`src/rtl/alu_pkg.sv`:
```
// rtl/alu_pkg.sv - shared ALU operation codes and result flag bundle
package alu_pkg;

  typedef enum logic {
    OP_ADD = 1'b0,
    OP_SUB = 1'b1
  } op_t;

  typedef struct packed {
    logic c_out;
    logic ovf;
    logic zero;
  } alu_flags_t;

endpackage

```
`src/rtl/add_slice.sv`:
```
// rtl/add_slice.sv - combinational W-bit carry slice used by each pipeline stage
module add_slice #(
  parameter int W = 16
) (
  input  logic [W-1:0] a,
  input  logic [W-1:0] b,
  input  logic         cin,
  output logic [W-1:0] s,
  output logic         cout
);

  assign {cout, s} = {1'b0, a} + {1'b0, b} + {{W{1'b0}}, cin};

endmodule

```
`src/rtl/pipelined_add_sub.sv`:
```
// rtl/pipelined_add_sub.sv - STAGES-deep pipelined N-bit adder/subtractor with valid/ready
module pipelined_add_sub
  import alu_pkg::*;
#(
  parameter int N      = 64,
  parameter int STAGES = 4
) (
  input  logic         clk,
  input  logic         rst_n,
  input  logic         in_valid,
  output logic         in_ready,
  input  logic [N-1:0] a,
  input  logic [N-1:0] b,
  input  logic         c_in,
  input  logic         op,
  output logic         out_valid,
  input  logic         out_ready,
  output logic [N-1:0] sum,
  output logic         c_out,
  output logic         ovf,
  output logic         zero
);

  localparam int W = N / STAGES;

  logic w_en;
  logic w_accept;
  logic w_out_valid;

  // The whole pipeline advances together; a held output freezes every stage.
  assign w_en     = !w_out_valid || out_ready;
  assign in_ready = w_en && rst_n;
  assign w_accept = in_valid && in_ready;

  if (STAGES < 1 || N < 2 || (N % STAGES) != 0) begin : g_param_check
    $error("pipelined_add_sub: requires N >= 2, STAGES >= 1 and N divisible by STAGES");
  end

  // Stage k consumes the lowest remaining operand slice; operands are carried
  // in a shrinking frame so the slice of interest always sits at [W-1:0].
  for (genvar k = 0; k < STAGES; k++) begin : g_stage
    localparam int RW = N - k * W;

    logic [RW-1:0] w_a_i;
    logic [RW-1:0] w_b_i;
    logic [N-1:0]  w_s_i;
    logic [N-1:0]  w_s_o;
    logic [N-1:0]  w_slice_ext;
    logic          w_c_i;
    logic          w_v_i;
    logic [W-1:0]  w_slice;
    logic          w_cout;
    logic [N-1:0]  r_s;
    logic          r_v;

    if (k == 0) begin : g_head
      assign w_a_i = a;
      assign w_b_i = (op_t'(op) == OP_SUB) ? ~b : b;
      assign w_s_i = '0;
      assign w_c_i = c_in;
      assign w_v_i = w_accept;
    end else begin : g_body
      assign w_a_i = g_stage[k-1].g_fwd.r_a;
      assign w_b_i = g_stage[k-1].g_fwd.r_b;
      assign w_s_i = g_stage[k-1].r_s;
      assign w_c_i = g_stage[k-1].g_fwd.r_c;
      assign w_v_i = g_stage[k-1].r_v;
    end

    add_slice #(.W(W)) u_add_slice (
      .a    (w_a_i[W-1:0]),
      .b    (w_b_i[W-1:0]),
      .cin  (w_c_i),
      .s    (w_slice),
      .cout (w_cout)
    );

    // Lower completed slices pass through; this stage fills in slice k.
    assign w_slice_ext = N'(w_slice);
    assign w_s_o       = w_s_i | (w_slice_ext << (k * W));

    // Partial sum and valid bit advance only on the global enable.
    always_ff @(posedge clk or negedge rst_n) begin
      if (!rst_n) begin
        r_s <= '0;
        r_v <= 1'b0;
      end else if (w_en) begin
        r_s <= w_s_o;
        r_v <= w_v_i;
      end
    end

    if (k < STAGES - 1) begin : g_fwd
      logic [RW-W-1:0] r_a;
      logic [RW-W-1:0] r_b;
      logic            r_c;

      // Forward the unprocessed upper operand slices and the slice carry.
      always_ff @(posedge clk or negedge rst_n) begin
        if (!rst_n) begin
          r_a <= '0;
          r_b <= '0;
          r_c <= 1'b0;
        end else if (w_en) begin
          r_a <= w_a_i[RW-1:W];
          r_b <= w_b_i[RW-1:W];
          r_c <= w_cout;
        end
      end
    end else begin : g_tail
      alu_flags_t w_flags;
      alu_flags_t r_flags;

      // Here w_a_i/w_b_i hold only the top slice, so bit W-1 is the operand MSB.
      assign w_flags.c_out = w_cout;
      assign w_flags.ovf   = (w_a_i[W-1] == w_b_i[W-1]) && (w_s_o[N-1] != w_a_i[W-1]);
      assign w_flags.zero  = ~|w_s_o;

      // Flags are registered alongside the final partial sum to stay aligned.
      always_ff @(posedge clk or negedge rst_n) begin
        if (!rst_n) begin
          r_flags <= '0;
        end else if (w_en) begin
          r_flags <= w_flags;
        end
      end
    end
  end

  assign w_out_valid = g_stage[STAGES-1].r_v;
  assign out_valid   = w_out_valid;
  assign sum         = g_stage[STAGES-1].r_s;
  assign c_out       = g_stage[STAGES-1].g_tail.r_flags.c_out;
  assign ovf         = g_stage[STAGES-1].g_tail.r_flags.ovf;
  assign zero        = g_stage[STAGES-1].g_tail.r_flags.zero;

endmodule

```
`config.mk`:
```
export PLATFORM = sky130hd
export DESIGN_NAME = pipelined_add_sub
export DESIGN_NICKNAME = d
export VERILOG_FILES = /design/src/rtl/alu_pkg.sv /design/src/rtl/add_slice.sv /design/src/rtl/pipelined_add_sub.sv
export SDC_FILE = /design/constraint.sdc
export NUM_CORES = 1
export LEC_CHECK = 0
export ABC_AREA = 1
export ABC_CLOCK_PERIOD_IN_PS = 3250
export CAP_MARGIN = 10
export CORE_ASPECT_RATIO = 1.5
export CORE_UTILIZATION = 45
export CTS_CLUSTER_SIZE = 8
export DETAILED_ROUTE_END_ITERATION = 6
export PLACE_DENSITY = 0.66
export SLEW_MARGIN = 20
export SYNTH_ARGS = -nofsm -noshare
export SYNTH_HDL_FRONTEND = slang
export SYNTH_HIERARCHICAL = 1
export SYNTH_SLANG_ARGS = --single-unit
```
`constraint.sdc`:
```
create_clock -name clk -period 3.25 [get_ports clk]
set_input_delay 0.4875 -clock clk [delete_from_list [all_inputs] [get_ports clk]]
set_output_delay 0.4875 -clock clk [all_outputs]
set_load 0.01 [all_outputs]
```
==> flow_metrics.env <==
# yosys + openroad results
export IMPL_outcome="completed"
export IMPL_nNetsFinal=2670
export IMPL_cp_max_fo=30
export IMPL_ys_types=34
export IMPL_dr_pass1_iters=5
export IMPL_max_stage_delay_ns=0.64
export IMPL_detail_route_wl_per_cell_um=13.6
export IMPL_aoi_share_pct=5.92
export IMPL_cp_depth=5
export IMPL_slowest_stage="clkdlybuf4s50_1"
export IMPL_grtUsageTotal_pct=20.3
export IMPL_syn_nets=2489
export IMPL_arrival_ns=2.41
export IMPL_seq_power_w=0.00756
export IMPL_ys_cells=2287
export IMPL_grt_max_degree=210
export IMPL_clock_path_buffers=3
export IMPL_path_clk_slew_ns=0.05
export IMPL_cp_end_kind="primary output"
export IMPL_overflow=0
export IMPL_path_buffers=4
export IMPL_rsz0062_at_grt="false"
export IMPL_xor_share_pct=4.38
export IMPL_floorplan_core_util_pct=45.6
export IMPL_yosys_area_share_simple_pct=27.1
export IMPL_p_clk_share_pct=21.8
export IMPL_grt_pass1_wl_um=69100
export IMPL_mostFrequentLayoutCell="nand2_1"
export IMPL_layout_cells_non_filler=2977
export IMPL_netlist_area_um2=18400
export IMPL_fin_ws_ns=0.357
export IMPL_cts_buffers=51
export IMPL_seq_power_share_pct=35.6
export IMPL_power_internal_w=0.0129
export IMPL_final_max_slew_viol_count=0
export IMPL_period_used_pct=89.0
export IMPL_fp_dieH_um=250
export IMPL_largestRegisters="g_stage.g_fwd.r_a: 96 flops, g_stage.g_fwd.r_b: 96 flops, g_stage.r_s: 96 flops"
export IMPL_ys_warnings_count=6
export IMPL_yosysSeqAreaShare_pct=49.2
export IMPL_clock_latency_ns=0.57
export IMPL_ys_sh_adder_pct=4.95
export IMPL_die_w_um=167
export IMPL_antenna_found_initial=0
export IMPL_fmax_ghz=0.346
export IMPL_most_common_cell="nand2_1"
export IMPL_pg_comb_w=0.00908
export IMPL_avgViaCountPerCell=4.73
## final timing paths
| path | start | end | slack, ns |
|---|---|---|---|
| min in group clk | g_stage[0].g_fwd.r_b[46]$_DFFE_PN0N_ | g_stage[1].g_fwd.r_b[30]$_DFFE_PN0N_ | 0.46 |
| worst min-delay path | rst_n | g_stage[0].g_fwd.r_b[6]$_DFFE_PN0N_ | 0.37 |
| worst min register to register | g_stage[0].g_fwd.r_b[46]$_DFFE_PN0N_ | g_stage[1].g_fwd.r_b[30]$_DFFE_PN0N_ | 0.46 |
| worst max-delay path | rst_n | in_ready | 0.36 |
| max in group asynchronous | rst_n | g_stage[0].g_fwd.r_a[39]$_DFFE_PN0N_ | 1.64 |
| worst max register to register | g_stage[2].g_fwd.r_a[0]$_DFFE_PN0N_ | zero$_DFFE_PN0N_ | 0.49 |
## final cells by class
| type | count | area [um^2] |
|---|---|---|
| clock buffers | 53 | 1310 |
| clock inverters | 3 | 32.5 |
| multi-input cells | 1612 | 7790 |
| fillers | 3893 | 18500 |
| inverters | 226 | 861 |
| flip-flops and latches | 362 | 9060 |
| well taps | 506 | 633 |
| repair buffers | 215 | 2170 |
## metal layers
metal / vias up / GRT usage (%) / part of all wire [%]
li1: 7333 / - / -
met4: 0 / 8.28 / 3.8
met1: 6445 / 24.4 / 42
met5: - / 0 / 0
met3: 82 / 2.62 / 3.0
met2: 228 / 36.5 / 51
## metrics by stage
step | hold WS (ns) | cell area (um^2)
floorplan | 0.192 | 18400
global placement | 0.361 | 20500
detailed placement | 0.363 | 20500
CTS | 0.347 | 21800
global route | 0.371 | 21900
finish | 0.372 | 21900
## timing repair
item	in CTS	in global routing
hold endpoints to repair	25	0
setup endpoints to repair	0	0
hold buffers	1	0
setup buffers	0	0
**Cell sizes after repair**

The bar under the picture is 50 um long.
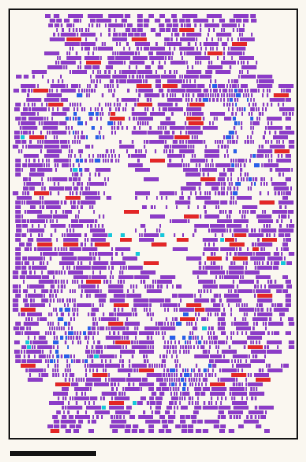
Key: purple = x1 and smaller [cells 2321]; cyan = x3 and x4 [cells 14]; red = x6 and larger [cells 60]; blue = x2 [cells 76]

**Layout detail**

Region (110, 47) to (140, 77) um. Cells in gray, sequential cells in the stronger gray; small squares are vias.
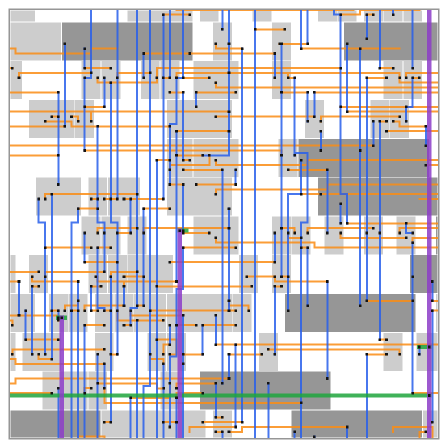
Key: purple = M4; green = M3; orange = M1; blue = M2
Sequential cells in the window: 8. 68 logic cells have their middle in the window. Netlist names of flops here include g_stage.r_s (8). Most frequent: nand2_1 (36), dfrtp_1 (8), xor2_1 (6).

**Clock wiring as the flow saved it**

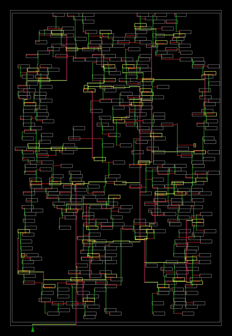
clock sink count: 362
clk_buf instances: 53

